`config.mk`:
```
export PLATFORM = sky130hd
export DESIGN_NAME = sdram_port_arbiter
export DESIGN_NICKNAME = d
export VERILOG_FILES = /design/src/rtl/sdram_port_arbiter.sv
export SDC_FILE = /design/constraint.sdc
export NUM_CORES = 1
export LEC_CHECK = 0
export CELL_PAD_IN_SITES_DETAIL_PLACEMENT = 1
export CELL_PAD_IN_SITES_GLOBAL_PLACEMENT = 2
export CORE_MARGIN = 2
export CORE_UTILIZATION = 10
export CTS_CLUSTER_SIZE = 10
export DETAILED_ROUTE_END_ITERATION = 10
export MAX_ROUTING_LAYER = met4
export PLACE_DENSITY_LB_ADDON = 0.15
export SLEW_MARGIN = 20
export SYNTH_ARGS = -nofsm -noshare
export SYNTH_HDL_FRONTEND = slang
export SYNTH_SLANG_ARGS = --single-unit
```
`constraint.sdc`:
```
create_clock -name clk_i -period 1.3 [get_ports clk_i]
set_input_delay 0.13 -clock clk_i [delete_from_list [all_inputs] [get_ports clk_i]]
set_output_delay 0.13 -clock clk_i [all_outputs]
set_load 0.02 [all_outputs]
```
`src/rtl/sdram_port_arbiter.sv`:
```
// Burst-level arbiter sharing the SDRAM controller client port between video and CPU.
// Optional starvation guard for the CPU is enabled with `define SDRAM_ARB_FAIR_EN.
module sdram_port_arbiter #(
  parameter int MAX_VID_RUN = 4
) (
  input  logic        clk_i,
  input  logic        rst_i,
  input  logic        vid_rd_i,
  input  logic [23:0] vid_addr_x16_i,
  input  logic        vid_ack_i,
  output logic        vid_rdy_o,
  output logic [15:0] vid_rdata_o,
  input  logic        cpu_rd_i,
  input  logic        cpu_wr_i,
  input  logic [23:0] cpu_addr_x16_i,
  input  logic [15:0] cpu_wdata_i,
  input  logic        cpu_ack_i,
  output logic        cpu_rdy_o,
  output logic [15:0] cpu_rdata_o,
  output logic        sdram_rd_o,
  output logic        sdram_wr_o,
  output logic [23:0] sdram_addr_x16_o,
  output logic [15:0] sdram_wdata_o,
  output logic        sdram_ack_o,
  input  logic        sdram_rdy_i,
  input  logic [15:0] sdram_rdata_i
);

  typedef enum logic [1:0] {IDLE, VID, CPU, RELEASE} state_t;

  state_t state_q, state_d;
  logic   cpu_req;
  logic   cpu_turn;

  assign cpu_req = cpu_rd_i | cpu_wr_i;

`ifdef SDRAM_ARB_FAIR_EN
  localparam int RUN_W = $clog2(MAX_VID_RUN + 1);

  logic [RUN_W-1:0] vid_run_q, vid_run_d;

  assign cpu_turn = (vid_run_q == RUN_W'(MAX_VID_RUN));

  // Count back-to-back video grants only while the CPU is actually waiting.
  always_comb begin
    vid_run_d = vid_run_q;
    if (state_q == IDLE) begin
      if (!cpu_req || state_d == CPU) begin
        vid_run_d = '0;
      end else if (state_d == VID && !cpu_turn) begin
        vid_run_d = vid_run_q + RUN_W'(1);
      end
    end
  end

  always_ff @(posedge clk_i) begin
    if (rst_i) begin
      vid_run_q <= '0;
    end else begin
      vid_run_q <= vid_run_d;
    end
  end
`else
  // Never true: strict video priority.
  assign cpu_turn = (MAX_VID_RUN < 0);
`endif

  always_comb begin
    state_d = state_q;
    case (state_q)
      IDLE: begin
        if (vid_rd_i && !(cpu_req && cpu_turn)) begin
          state_d = VID;
        end else if (cpu_req) begin
          state_d = CPU;
        end
      end
      VID:     if (vid_ack_i) state_d = RELEASE;
      CPU:     if (cpu_ack_i) state_d = RELEASE;
      RELEASE: state_d = IDLE;
      default: state_d = IDLE;
    endcase
  end

  // Ownership is held until the owner's ACK even if its request drops early.
  always_ff @(posedge clk_i) begin
    if (rst_i) begin
      state_q <= IDLE;
    end else begin
      state_q <= state_d;
    end
  end

  always_comb begin
    sdram_rd_o       = 1'b0;
    sdram_wr_o       = 1'b0;
    sdram_addr_x16_o = '0;
    sdram_wdata_o    = '0;
    sdram_ack_o      = 1'b0;
    vid_rdy_o        = 1'b0;
    cpu_rdy_o        = 1'b0;
    case (state_q)
      VID: begin
        sdram_rd_o       = vid_rd_i;
        sdram_addr_x16_o = vid_addr_x16_i;
        sdram_ack_o      = vid_ack_i;
        vid_rdy_o        = sdram_rdy_i;
      end
      CPU: begin
        sdram_rd_o       = cpu_rd_i;
        sdram_wr_o       = cpu_wr_i;
        sdram_addr_x16_o = cpu_addr_x16_i;
        sdram_wdata_o    = cpu_wdata_i;
        sdram_ack_o      = cpu_ack_i;
        cpu_rdy_o        = sdram_rdy_i;
      end
      default: ;
    endcase
  end

  assign vid_rdata_o = sdram_rdata_i;
  assign cpu_rdata_o = sdram_rdata_i;

endmodule

```
Fig. 1: metal layers overlaid
Two of the layers only.
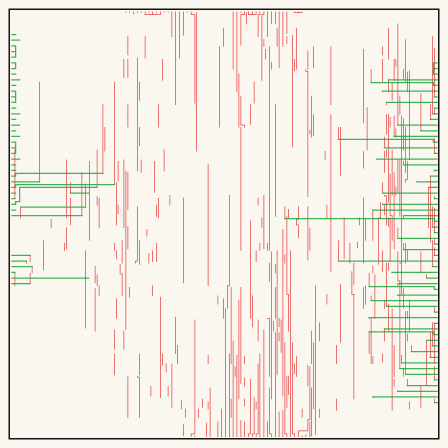
[M2] red | wire length: 2880 um
[M3] green | wire length: 677 um
routed len/inst: 16.27 um
final wirelength: 6067 um
via count: 1362

Fig. 2: clock wiring as the flow saved it
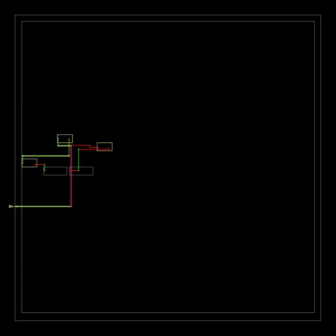
Flops: 2
clock buf count: 3
Worst Skew: 0.004942 ns

Fig. 3: met4 routing
Supply wires on this layer in gray.
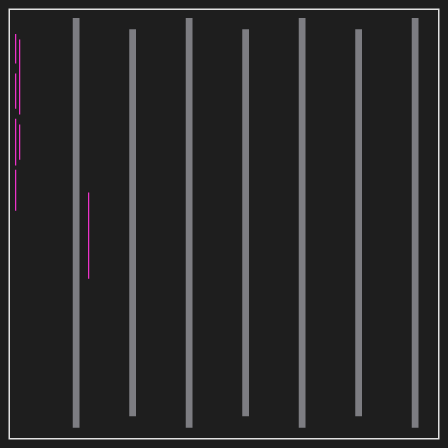
nets with wire on the layer: 7
share of all routed wire: 1.3%
longest straight run: 20.4 um
wire length on this layer: 81.6 um
main direction: vertical

Fig. 4: the metal 1 layer
Supply wires on this layer in gray.
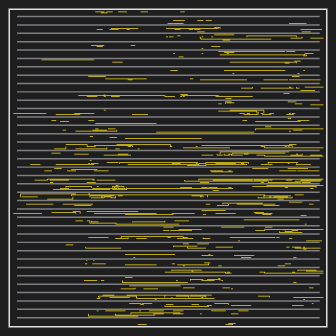
wire length on this layer: 2430 um
main direction: horizontal
longest straight run: 62.8 um

Fig. 5: a small window of the routed layout
Scale bar: 10 um. Region (36, 36) to (66, 66) um. Cells in gray, sequential cells in the stronger gray; small squares are vias.
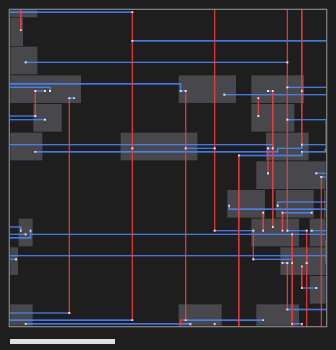
[M1] blue
[M2] red
[M3] green
most frequent: buf_6 (6)
cells with their middle in the window: 17
sequential cells in the window: 0

==> run_results.csv <==
group,metric,value,unit
layout,lay_top_count,"clkdlybuf4s50_1",
cts,path_clk_slew,0.03,ns
grt,grt_overflow,0,
cts,cts_buffer_depth,2,
layout,fillCellCount,1095,
layout,area_growth,198.1,%
route,drt-initial-drc-count,20,
logic_synthesis,yosys.area_share.simple,32.18,%
timing,finalHoldViolations,0,
timing,setup_viol,47,
timing,tns,-10.38,ns
floorplanning,core,9639,sq um
floorplanning,taps,133,
layout,layout-drive-gt1-share,63.75,%
timing,fin_crit,1.632,ns
route,vias_per_cell,3.651,
hold_path,hold_path.class,"input port to primary output",
layout,signal_buffers,146,
layout,sh_seq_area,1.462,%
logic_synthesis,ys_sh_aoi,22.44,%
layout,fin_cells,373,
grt,grt_pass1_wl,8597,um
logic_synthesis,ys_sh_mux,3.590,%
logic_synthesis,synth_warnings,0,
outcome,violations,"setup timing",
setup_path,end_kind,"primary output",
timing,rsz0062_at_grt,"yes",
grt,grt_antenna_before_repair,0,
grt,grt_max_degree,21,
layout,dominant_cells,"buffers",
logic_synthesis,ys_ff,2,
route,dr.max_layer_used,"met4",
route,drtPass1Iterations,4,
layout,diodes,0,
place,port_buffers,116,
power_and_ir_drop,power.density,1964,nW/um^2
cts,cts_tree,"yes",
layout,reg_top3,"state_q x2",
floorplanning,die_w,102.8,um
place,dp.cells,352,
layout,fin_nets,334,
setup_path,critPathKind,"flip-flop to primary output",
route,wl_met1,2429,um
logic_synthesis,adder_share,5.128,%
place,place.gp.congestion,0.6467,
route,ant_nets,0,
timing,timing.fmax,0.6127,GHz
floorplanning,die-area,10570,sq um
logic_synthesis,syn-cell-area,975.9,sq um
place,hpwl,3993,um
layout,top_register,"state_q",
grt,grt_usage,11.29,%
logic_synthesis,xor_share,0,%
cts,cts_buffers,3,
timing,slew_violations,0,
grt,use_met2,18.95,%
layout,multi_input_comb_cells,85,
route,wl_met2,2880,um
setup_path,crit_path_start_kind,"flip-flop",
logic_synthesis,ys_cells,134,
logic_synthesis,synth-area-yosys,975.9,sq um
grt,grt_pass1_vias,1431,
cts,clk_latency,0.21,ns
timing,worst_slack,-0.3322,ns
floorplanning,die_h,102.8,um
layout,final-seq-area,42.54,sq um
layout,clock_area_share,1.419,%
floorplanning,num_rows,36,
layout,buf_share,55.48,%
cts,cts-hold-fix-buffers,0,
cts,ctsRootBufferMaster,"clkbuf_8",
grt,use_met3,3.525,%
logic_synthesis,fp_nets,226,
setup_path,worstPathRequired,1.17,ns
cts,h-tree-depth,1,
layout,largest_reg_flops,2,
logic_synthesis,syn_area_per_cell,7.283,sq um
timing,worst_pin_slew,0.3264,ns
layout,logic_area,1025,sq um
logic_synthesis,synthTopLogicFamily,"buffers and inverters",
layout,sh_comb_area,35.23,%
layout,lay_top_cells,"71 x clkdlybuf4s50_1, 48 x buf_6, 26 x a22oi_2, 26 x nor2b_4, 13 x and2_4",
floorplanning,fp_util,10.12,%
job,warnings,32,
job,drv_cap,0,
timing,max_slew_margin,78.18,%
grt,grt_use_met1,13.29,%
power_and_ir_drop,ir_drop,0.8175,mV
setup_path,arrival,1.50,ns
cts,cts.sinks,2,
timing,fin_crit_sh,125.6,%
route,drc,0,
logic_synthesis,synth_cell_types,17,
power_and_ir_drop,leakage,1.124,nW
floorplanning,io_pins,165,
logic_synthesis,syn_inst,134,
setup_path,path_max_fanout,6,
logic_synthesis,synth_seq_share,4.103,%
outcome,status,"finished, violations left",
grt,grt.busiest_layer,"met2",
layout,n_all_inverters,4,
route,wl_met3,676,um
stage by stage:
stage / setup WS (ns) / instance area (sq um) / util (%) / hold WS, ns / power (mW)
detailed placement: -0.6935 / 2312 / 23.99 / 0.2602 / 3.753
CTS: -0.3419 / 2831 / 29.37 / 0.2602 / 5.824
floorplan: -0.09345 / 1180 / - / 0.3011 / 2.488
global route: -0.3882 / 2909 / 30.18 / 0.2600 / 6.084
global placement: -0.6843 / 2312 / 23.99 / 0.2602 / 3.758
finish: -0.3322 / 2909 / 30.18 / 0.2600 / 5.712
worst paths after layout:
kind,from,end,slack (ns),depth (start not counted)
max,state_q[1],sdram_addr_x16_o[4],-0.33,7
min,sdram_rdata_i[9],cpu_rdata_o[9],0.26,0
max reg2reg,state_q[0],state_q[0],-0.27,8
min reg2reg,state_q[1],state_q[1],0.72,4
critical path, stage by stage, from the launching register on:
cell and delay [ns]:
dfxtp_2 0.32, buf_6 0.11, ha_4 0.17, buf_12 0.14, buf_12 0.13, a22oi_2 0.23
nor2b_4 0.06, buf_6 0.13
repair_timing:
item,CTS,global route
pin swaps,15,9
gates resized,302,33
setup buffers,16,1
gates cloned,5,0
endpoints found under the setup margin,47,47
cells in the mapped netlist:
library cell	instances	area share, %
inv_1	4	1.5
nor2_1	3	1.2
and2_1	19	12
a221oi_2	1	1.5
nand2b_1	1	0.64
mux2i_1	2	2.1
buf_6	2	2.3
buf_2	5	2.6
a211o_1	1	0.90
nor4b_2	1	1.5
a22oi_1	26	20
mux2_4	1	1.5
clkbuf_1	4	1.5
nor2b_1	26	17
buf_4	32	25
dfxtp_1	2	4.1
ha_1	4	5.1
power breakdown:
part / switching, mW / leakage (nW) / internal, mW
logic: 2.20 / 1.09 / 3.15
clock network: 0.0500 / 0.0216 / 0.196
registers: 0.0199 / 0.0172 / 0.0946
Power and IR drop assume default switching activity.
